`src/rtl/gpio_sync_pkg.sv`:
```
// gpio_sync_pkg: shared defaults and counter-width helper for gpio_sync_filter
package gpio_sync_pkg;
  localparam int DEF_STAGES      = 2;
  localparam int DEF_FILT_CYCLES = 4;
  function automatic int cnt_width(input int filt_cycles);
    return $clog2(filt_cycles + 1);
  endfunction
endpackage

```
`src/rtl/gpio_sync_filter_ch.sv`:
```
// gpio_sync_filter_ch: one channel -- plain synchroniser chain, stability counter, edge pulses
module gpio_sync_filter_ch
  import gpio_sync_pkg::*;
#(
  parameter int   STAGES      = DEF_STAGES,
  parameter int   FILT_CYCLES = DEF_FILT_CYCLES,
  parameter logic INIT        = 1'b0
) (
  input  logic i_clk,
  input  logic i_rst_n,
  input  logic i_d,
  input  logic i_en,
  output logic o_d,
  output logic o_rise,
  output logic o_fall
);
  localparam int CW = cnt_width(FILT_CYCLES);
  logic [STAGES-1:0] r_sync;
  logic [CW-1:0]     r_cnt;
  logic              r_d, r_rise, r_fall;
  logic              w_s, w_diff, w_take;
  assign w_s    = r_sync[STAGES-1];
  assign w_diff = w_s ^ r_d;
  // accept on the enabled sample that would bring the count up to FILT_CYCLES
  assign w_take = i_en & w_diff & (r_cnt == CW'(FILT_CYCLES - 1));
  always_ff @(posedge i_clk or negedge i_rst_n)
    if (!i_rst_n) begin
      r_sync <= {STAGES{INIT}};
      r_cnt  <= '0;
      r_d    <= INIT;
      r_rise <= 1'b0;
      r_fall <= 1'b0;
    end else begin
      r_sync <= STAGES'({r_sync, i_d});
      r_cnt  <= (!w_diff || w_take) ? '0 : i_en ? r_cnt + CW'(1) : r_cnt;
      r_d    <= w_take ? w_s : r_d;
      r_rise <= w_take & w_s;
      r_fall <= w_take & ~w_s;
    end
  assign o_d    = r_d;
  assign o_rise = r_rise;
  assign o_fall = r_fall;
endmodule

```
`src/rtl/gpio_sync_filter.sv`:
```
// gpio_sync_filter: WIDTH-channel synchronise + debounce with edge pulses
// GPIO_SYNC_FILTER_STICKY_EN builds the sticky EVT flags; otherwise EVT is tied to 0.
module gpio_sync_filter
  import gpio_sync_pkg::*;
#(
  parameter int               WIDTH       = 8,
  parameter int               STAGES      = DEF_STAGES,
  parameter int               FILT_CYCLES = DEF_FILT_CYCLES,
  parameter logic [WIDTH-1:0] INIT        = '0
) (
  input  logic             i_clk,
  input  logic             i_rst_n,
  input  logic [WIDTH-1:0] i_d_in,
  input  logic             i_en,
  input  logic [WIDTH-1:0] i_evt_clr,
  output logic [WIDTH-1:0] o_d_out,
  output logic [WIDTH-1:0] o_rise,
  output logic [WIDTH-1:0] o_fall,
  output logic [WIDTH-1:0] o_evt
);
  logic [WIDTH-1:0] w_rise, w_fall;
  for (genvar i = 0; i < WIDTH; i++) begin : g_ch
    gpio_sync_filter_ch #(
      .STAGES     (STAGES),
      .FILT_CYCLES(FILT_CYCLES),
      .INIT       (INIT[i])
    ) u_ch (
      .i_clk  (i_clk),
      .i_rst_n(i_rst_n),
      .i_d    (i_d_in[i]),
      .i_en   (i_en),
      .o_d    (o_d_out[i]),
      .o_rise (w_rise[i]),
      .o_fall (w_fall[i])
    );
  end
  assign o_rise = w_rise;
  assign o_fall = w_fall;
`ifdef GPIO_SYNC_FILTER_STICKY_EN
  logic [WIDTH-1:0] r_evt;
  // set wins over clear when both land in the same cycle
  always_ff @(posedge i_clk or negedge i_rst_n)
    if (!i_rst_n) r_evt <= '0;
    else          r_evt <= w_rise | w_fall | (r_evt & ~i_evt_clr);
  assign o_evt = r_evt;
`else
  logic w_unused_evt_clr;
  assign w_unused_evt_clr = ^i_evt_clr;
  assign o_evt = '0;
`endif
endmodule

```
`config.mk`:
```
export PLATFORM = sky130hd
export DESIGN_NAME = gpio_sync_filter
export DESIGN_NICKNAME = d
export VERILOG_FILES = /design/src/rtl/gpio_sync_pkg.sv /design/src/rtl/gpio_sync_filter_ch.sv /design/src/rtl/gpio_sync_filter.sv
export SDC_FILE = /design/constraint.sdc
export NUM_CORES = 1
export LEC_CHECK = 0
export CORE_ASPECT_RATIO = 0.8
export CORE_MARGIN = 2
export CORE_UTILIZATION = 47
export DETAILED_ROUTE_END_ITERATION = 8
export HOLD_SLACK_MARGIN = 0.1
export PLACE_DENSITY_LB_ADDON = 0.05
export RECOVER_POWER = 100
export SLEW_MARGIN = 10
export SYNTH_ARGS = -nofsm -noshare
export SYNTH_HDL_FRONTEND = slang
export SYNTH_SLANG_ARGS = --single-unit
```
`constraint.sdc`:
```
create_clock -name i_clk -period 1.4 [get_ports i_clk]
set_clock_uncertainty 0.05 [all_clocks]
set_input_delay 0.28 -clock i_clk [delete_from_list [all_inputs] [get_ports i_clk]]
set_output_delay 0.28 -clock i_clk [all_outputs]
set_load 0.01 [all_outputs]
```
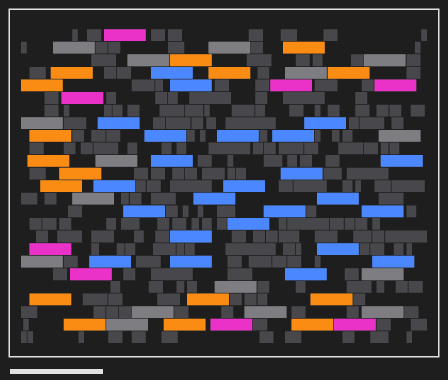
Fig. 1. Register map, names as in the netlist (run 1).
The bar under the picture is 20 um long. Other sequential cells in the stronger grey, the rest of the logic in the fainter grey.
- g_ch.u_ch.r_cnt: blue (flops 24)
- g_ch.u_ch.r_sync: orange (flops 16; where all over the die)
- g_ch.u_ch.o_rise: magenta (flops 8; where all over the die)
- not coloured: 16

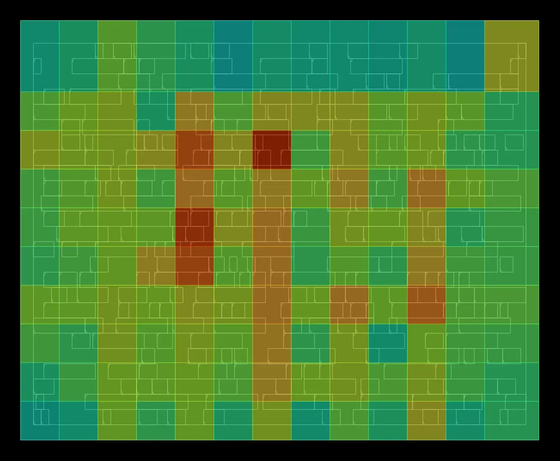
Fig. 2. Routing congestion (run 1).
met1 GRT Util: 18.9%
met3 Usage GRT: 7.01%
GR peak layer: met2

==> notes.md, run 1 <==
run metrics: status finished with violations, failing checks setup timing, I/O pin cnt 51, worst-path fanout max 2, met2 WL 2050 um, CP Launch Point g_ch[7].u_ch.r_cnt[0]$_DFFE_PN0P_, Flops after synth 64, CTS max path bufs 2, Leak Pwr 1.72 nW, Final Core Density 62.3%, ys flop type dfrtp_1, setup ws final -0.0289 ns, reg2reg end g_ch[7].u_ch.r_cnt[2]$_DFFE_PN0P_, Mux cell area share 4.08%, Hold Vio Cnt, Final 0, Placer Congestion 0.716, FF+latch area 1600 um2, count of clock buffers in the final design 13, clock root buffer master clkbuf_8, Synth Seq Share 54.4%, setup TNS -0.0446 ns, total power 5.68 mW, post-DR vias/cell 4.64, CP Capture Type flop, top-count cell post-synth dfrtp_1, Simple-Gate Area Share 17.7%, # setup viols final 3, Post-Syn Area 2940 um2, post-synthesis async set-or-reset flop share 100%, CP Launch Type flop, yosys adder share 6.80%, number of tapcells 81, Final min period 1.43 ns, PostCTS Resize Cnt 47, most numerous logic cells after layout dfrtp_1, nand2b_1, dlygate4sd2_1, buf_4, nor3b_1, layout overhead on the synthesized area 26.5%, top cells by count dfrtp_1, buf_4, a21oi_1, nand2b_1, Layout Nets 317, DRC Markers 0, unrepaired setup endpoints after global routing yes, Setup Crit Path Kind reg -> reg, 1st-pass router iterations 2, crit path DRT 1.61 ns, Post-Layout Cell Count 368, upper clock frequency limit 700 MHz, hold path depth 0, cell type with the largest total area dfrtp_1, Die Area 6910 um2, Pwr Density 1530 nW/um2, fillers 506, Routed met3 length 244 um, post-synth cell types 16, CTS buffer count 9, initial antenna violation count 0, crit path DAT 1.64 ns, AO/OA Area Share 4.08%, num rows 25, seq_cells 64, initial drt markers 78, Tightest Hold Check Type reg -> reg, R2R depth 4, biggest area cells dfrtp_1, buf_4, ha_1, nand2b_1, or3b_1, crit path capture g_ch[7].u_ch.r_cnt[2]$_DFFE_PN0P_, hold_sp g_ch[1].u_ch.r_sync[0]$_DFF_PN0_, fraction of layout instances using a drive strength above 1 30.0%, Non-Clock Buffer Count 63, pre-CTS WS -0.273 ns, Logic Gate Count 136, Comb area share 33.0%, clock network share of area 5.75%, placed insts 345, largest net degree at the start of global routing 53, total grt overflow 0, reg2reg start g_ch[7].u_ch.r_cnt[0]$_DFFE_PN0P_, xor+xnor area frac 2.38%, Worst-path clk slew 0.07 ns, met2 GRT Util 23.0%, area share of the largest cell type after synthesis 54.4%, Die Y-Extent 74.8 um, Late-Pin Clk Latency 0.33 ns, die extent in x 92.5 um, number of enable flip-flop cells 0
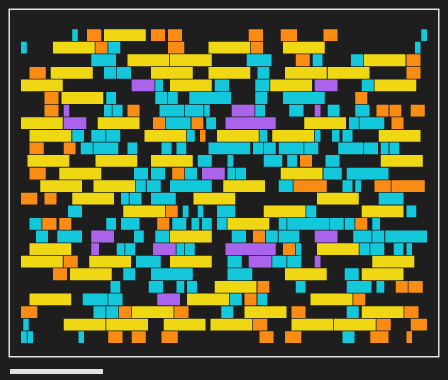
Fig. 3. Placed cells, one colour a class (run 1).
The bar under the picture is 20 um long.
- other buffers and delay cells: orange (cells 63; share of their area 15%)
- flip-flops: yellow (cells 64; share of their area 44%)
- all other logic: cyan (cells 144; share of their area 35%)
- clock drivers and dummy loads: purple (cells 16; share of their area 5.9%)

==> run 1: power by group <==
part	total [mW]	switching [mW]	leakage (nW)	internal, mW
logic	1.66	0.708	0.767	0.953
clock network	1.71	0.661	0.108	1.05
registers	2.31	0.163	0.840	2.15
==> run 1: worst max-delay path, cell delays in order, from the launching register on <==
cell and delay [ns]:
dfrtp_1 0.40, ha_2 0.20, ha_4 0.20, or3b_4 0.36
a21oi_2 0.13
==> run 1: registers in the layout, summed over array words and instances (netlist names) <==
name,count
g_ch.u_ch.o_fall,8
g_ch.u_ch.r_cnt,24
g_ch.u_ch.o_rise,8
g_ch.u_ch.o_d,8
g_ch.u_ch.r_sync,16
## Run 2: what changed since run 1
- CAP_MARGIN: unset -> 25
- SKIP_CTS_REPAIR_TIMING: unset -> 1
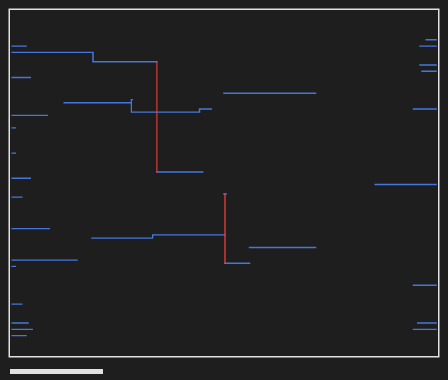
Fig. 4. Metal layers overlaid (run 2).
The bar under the picture is 20 um long. Two of the layers only.
- met3: blue (wire length 249 um)
- met4: red (wire length 38.8 um)

==> run 2 against run 1 <==
Against the previous run:
- the run still ends with setup timing left
- clock-buffer cell count stayed put
- flip-flop count unchanged
- clock power barely moved
- sequential share of layout area shrank 0.33 points
- die size stayed put
- hold slack hardly changed
- combinational power down 2%
- synthesized cell count unchanged
- non-clock buffer count fell by 4
- core utilization grew 0.48 points
- area after synthesis did not move
- final area grew 0.77%
- critical path type unchanged
==> notes.md, run 2 <==
run metrics: I/O pin cnt 51 (unchanged), post-synth cell types 16 (unchanged), Synth Seq Share 54.4% (unchanged), area share of the largest cell type after synthesis 54.4% (unchanged), Simple-Gate Area Share 17.7% (unchanged), sw power 1.51 mW (-1.7%), CTS buffer count 9 (unchanged), largest net degree at the start of global routing 53 (unchanged), AO/OA Area Share 4.08% (unchanged), Routed met3 length 249 um (+2.0%), Comb area share 32.1% (-0.89 points), combinational share of power 28.7% (-0.5 points), Final min period 1.45 ns (+0.0222 ns), yosys adder share 6.80% (unchanged), Setup Crit Path Kind reg -> reg, hold path depth 0 (unchanged), hold_sp g_ch[1].u_ch.r_sync[0]$_DFF_PN0_, Main power group registers, crit path capture g_ch[7].u_ch.r_cnt[2]$_DFFE_PN0P_, max FFs per register 24 (unchanged), met3 Usage GRT 7.01% (unchanged), worst stage delay on the critical path 0.40 ns (about the same), critical path depth 4 (unchanged), Worst-Margin Slew 0.826 ns, 1st-pass router iterations 4 (+2), xor+xnor area frac 2.38% (unchanged), power share of the clock group 30.3% (+0.2 points), Final Core Density 62.8% (+0.48 points), number of enable flip-flop cells 0 (unchanged), WP buf/inv 0 (unchanged), Largest Register g_ch.u_ch.r_cnt, Layout Nets 313 (-1.3%), met1 GRT Util 18.0% (-0.85 points), Mux cell area share 4.08% (unchanged), die extent in x 92.5 um (unchanged), cell type with the largest total area dfrtp_1, Die Area 6910 um2 (unchanged), seq_cells 64 (unchanged), critical path, cell by cell ha_2 > ha_4 > or3b_1 > a21oi_2, GR peak layer met2, CP Capture Type flop, R2R depth 4 (unchanged), crit path DRT 1.61 ns (about the same), reg2reg end g_ch[7].u_ch.r_cnt[2]$_DFFE_PN0P_, ys flop type dfrtp_1, worst-path fanout max 3 (+1), DRC Markers 0 (unchanged), Flops after synth 64 (unchanged), top-count cell post-synth dfrtp_1, Sw Ratio 26.7% (-0.23 points), number of tapcells 81 (unchanged), unrepaired setup endpoints after global routing yes, Die Y-Extent 74.8 um (unchanged), reg2reg start g_ch[7].u_ch.r_cnt[0]$_DFFE_PN0P_, # setup viols final 11 (+8), most numerous logic cells after layout dfrtp_1, nand2b_1, buf_4, Post-Layout Cell Count 364 (-1.1%), placed insts 345 (unchanged), clock network share of area 5.70% (-0.044 points), fillers 492 (-2.8%), pre-CTS WS -0.273 ns (unchanged), CP Launch Point g_ch[7].u_ch.r_cnt[0]$_DFFE_PN0P_, sequential share of power 41.0% (+0.4 points), initial antenna violation count 0 (unchanged), clock network power 1.71 mW (about the same), Logic Gate Count 136 (unchanged), setup ws final -0.0511 ns (-0.0222 ns), Non-Clock Buffer Count 59 (-6.3%), Tightest Hold Check Type reg -> reg, Int Pwr 4.13 mW (-0.55%), biggest regs g_ch.u_ch.r_cnt: 24 flops, g_ch.u_ch.r_sync: 16 flops, combinational logic power 1.62 mW (-2%), Leak Pwr 2.01 nW (+17%), FF+latch area 1600 um2 (unchanged), CTS max path bufs 2 (unchanged), clock root buffer master clkbuf_8, Worst path slowest cell dfrtp_1, total sequential power 2.31 mW (about the same), Placer Congestion 0.716 (unchanged), Worst-path clk slew 0.07 ns (about the same), post-DR vias/cell 4.63 (-0.32%), top cells by count dfrtp_1, buf_4, a21oi_1, nand2b_1, Post-Syn Area 2940 um2 (unchanged), fraction of layout instances using a drive strength above 1 26.1% (-3.8 points), Worst path top cell family by delay flip-flops, status finished with violations, failing checks setup timing, met2 WL 2100 um (+2.6%), Hold Vio Cnt, Final 0 (unchanged)
==> run 2: cell count changes in the layout (fill, tap and decap cells not counted), moves of 2 or more <==
cell / before / now
buf_4: 24 / 20
dlygate4sd2_1: 24 / 0
dlymetal6s2s_1: 0 / 13
dlymetal6s4s_1: 0 / 11
ha_1: 1 / 3
ha_2: 7 / 5
nand2_1: 0 / 4
nand2_2: 8 / 4
or3b_1: 10 / 12
or3b_4: 6 / 4
==> run 2: through the flow <==
stage	hold slack, ns	area, um2	power (mW)	setup TNS, ns
after CTS	-0.203	3550	5.59	-4.23
final	0.299	3750	5.63	-0.283
after global placement	0.169	3330	3.80	-7.43
after global routing	0.304	3750	6.00	-1.70
after detailed placement	0.166	3330	3.84	-7.60
after floorplan	-0.0656	2970	3.30	0
## Run 3: what changed since run 2
- CELL_PAD_IN_SITES_DETAIL_PLACEMENT: unset -> 0
- CELL_PAD_IN_SITES_GLOBAL_PLACEMENT: unset -> 1
- CORE_UTILIZATION: 47 -> 38
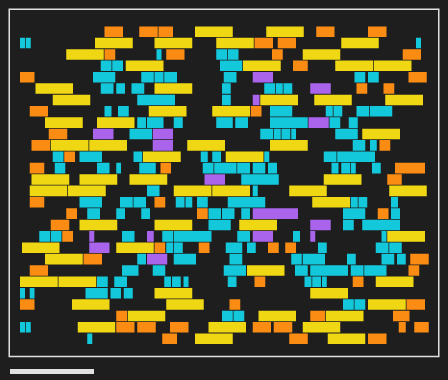
Fig. 5. Placed cells, one colour a class (run 3).
The bar under the picture is 20 um long.
- other buffers and delay cells: orange (cells 59; share of their area 16%)
- all other logic: cyan (cells 144; share of their area 34%)
- clock drivers and dummy loads: purple (cells 16; share of their area 5.4%)
- flip-flops: yellow (cells 64; share of their area 44%)
core area: 7460 um2
num rows: 28
Final Core Density: 50.8%

==> run 3 against run 2 <==
Against the previous run:
- the flow still finishes with violations (setup timing)
- fmax is 1.6% higher
- worst setup slack gained 0.022 ns
- sequential power is essentially flat
- sequential share of layout area down 0.45 points
- final area grew 1.1%
- critical endpoint is now g_ch[5].u_ch.r_cnt[2]$_DFFE_PN0P_
==> notes.md, run 3 <==
run metrics: status finished with violations, failing checks setup timing, pre-CTS WS -0.276 ns (-0.00290 ns), biggest regs g_ch.u_ch.r_cnt: 24 flops, g_ch.u_ch.r_sync: 16 flops, Layout Nets 313 (unchanged), CP Capture Type flop, critical path, cell by cell ha_2 > ha_4 > or3b_1 > a21oi_2, seq_cells 64 (unchanged), total power 5.57 mW (-1.2%), post-synth cell types 16 (unchanged), Non-Clock Buffer Count 59 (unchanged), Worst path slowest cell dfrtp_1, 1st-pass router iterations 4 (unchanged), reg2reg end g_ch[5].u_ch.r_cnt[2]$_DFFE_PN0P_, Max Slew Vio Count 0, area share of the largest cell type after synthesis 54.4% (unchanged), setup ws final -0.0287 ns (+0.0223 ns), clock root buffer master clkbuf_8, Hold Vio Cnt, Final 0 (unchanged), hold_sp g_ch[5].u_ch.r_sync[0]$_DFF_PN0_, FF+latch area 1600 um2 (unchanged), Post-Syn Area 2940 um2 (unchanged), clock network share of area 5.25% (-0.46 points), CP Launch Point g_ch[5].u_ch.r_cnt[0]$_DFFE_PN0P_, Worst path top cell family by delay flip-flops, CTS buffer count 9 (unchanged), unrepaired setup endpoints after global routing yes, R2R depth 4 (unchanged), Worst-path clk slew 0.07 ns (about the same), Synth Seq Share 54.4% (unchanged), # setup viols final 3 (-8), worst-path fanout max 2 (-1), critical path depth 4 (unchanged), ys flop type dfrtp_1, Die Y-Extent 82.7 um (+11%), fraction of layout instances using a drive strength above 1 30.0% (+3.9 points), logic area 1230 um2, post-synthesis async set-or-reset flop share 100%, cell type with the largest total area dfrtp_1, Worst-Margin Slew 0.582 ns (-0.243 ns), crit path DRT 1.61 ns (about the same), Die Area 8470 um2 (+22%), Placer Congestion 0.661 (-7.7%), reg2reg start g_ch[5].u_ch.r_cnt[0]$_DFFE_PN0P_, fillers 682 (+39%), worst stage delay on the critical path 0.40 ns (about the same), Leak Pwr 2.00 nW (-0.36%), crit path capture g_ch[5].u_ch.r_cnt[2]$_DFFE_PN0P_, Tightest Hold Check Type reg -> reg, top cells by count dfrtp_1, buf_4, a21oi_1, nand2b_1, CTS max path bufs 2 (unchanged), initial antenna violation count 0 (unchanged), die extent in x 102 um (+11%), number of enable flip-flop cells 0 (unchanged), WP buf/inv 0 (unchanged), number of tapcells 105 (+30%), Largest Register g_ch.u_ch.r_cnt
[run 3: cell counts after synthesis]
Identical to the previous run, type by type.
[run 3: where the power goes]
group          internal, mW  switching, mW
Sequential             2.15          0.173
Clock                 0.915          0.668
Combinational         0.966          0.699
[run 3: layer usage]
layer  track usage, %  part of all wire, %
met4             5.20                  1.9
met1             15.6                   49
met2             17.6                   44
met3             4.80                  5.1
met5                0                    0
[run 3: cells by family (layout without fill, tap and decap cells)]
kind of cell / count (synthesis) / in the layout / synth area share [%]
compound gates: 24 / 24 / 4.08
xor+xnor: 8 / 8 / 2.38
fa+ha+maj: 16 / 16 / 6.80
buf+inv: 46 / 83 / 10.4
flops: 64 / 64 / 54.4
mux: 8 / 8 / 4.08
other cells: 1 / 8 / 0.127
simple gates: 72 / 72 / 17.7

==> layout pictures side by side <==
Gate families picked out.
(a)
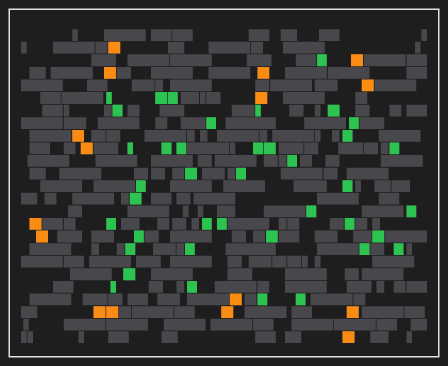
(b)
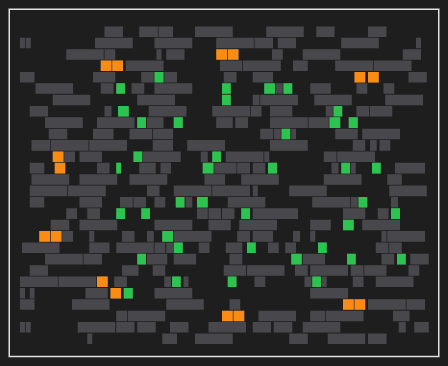
| picture | from |
|---|---|
| (a) | run 2 |
| (b) | run 3 |

Key to (b):
- NOR gates: orange (cells 16; where all over the die)
- NAND gates: green (cells 40)

Power figures rest on the tool's default switching activity, not on a simulated workload.
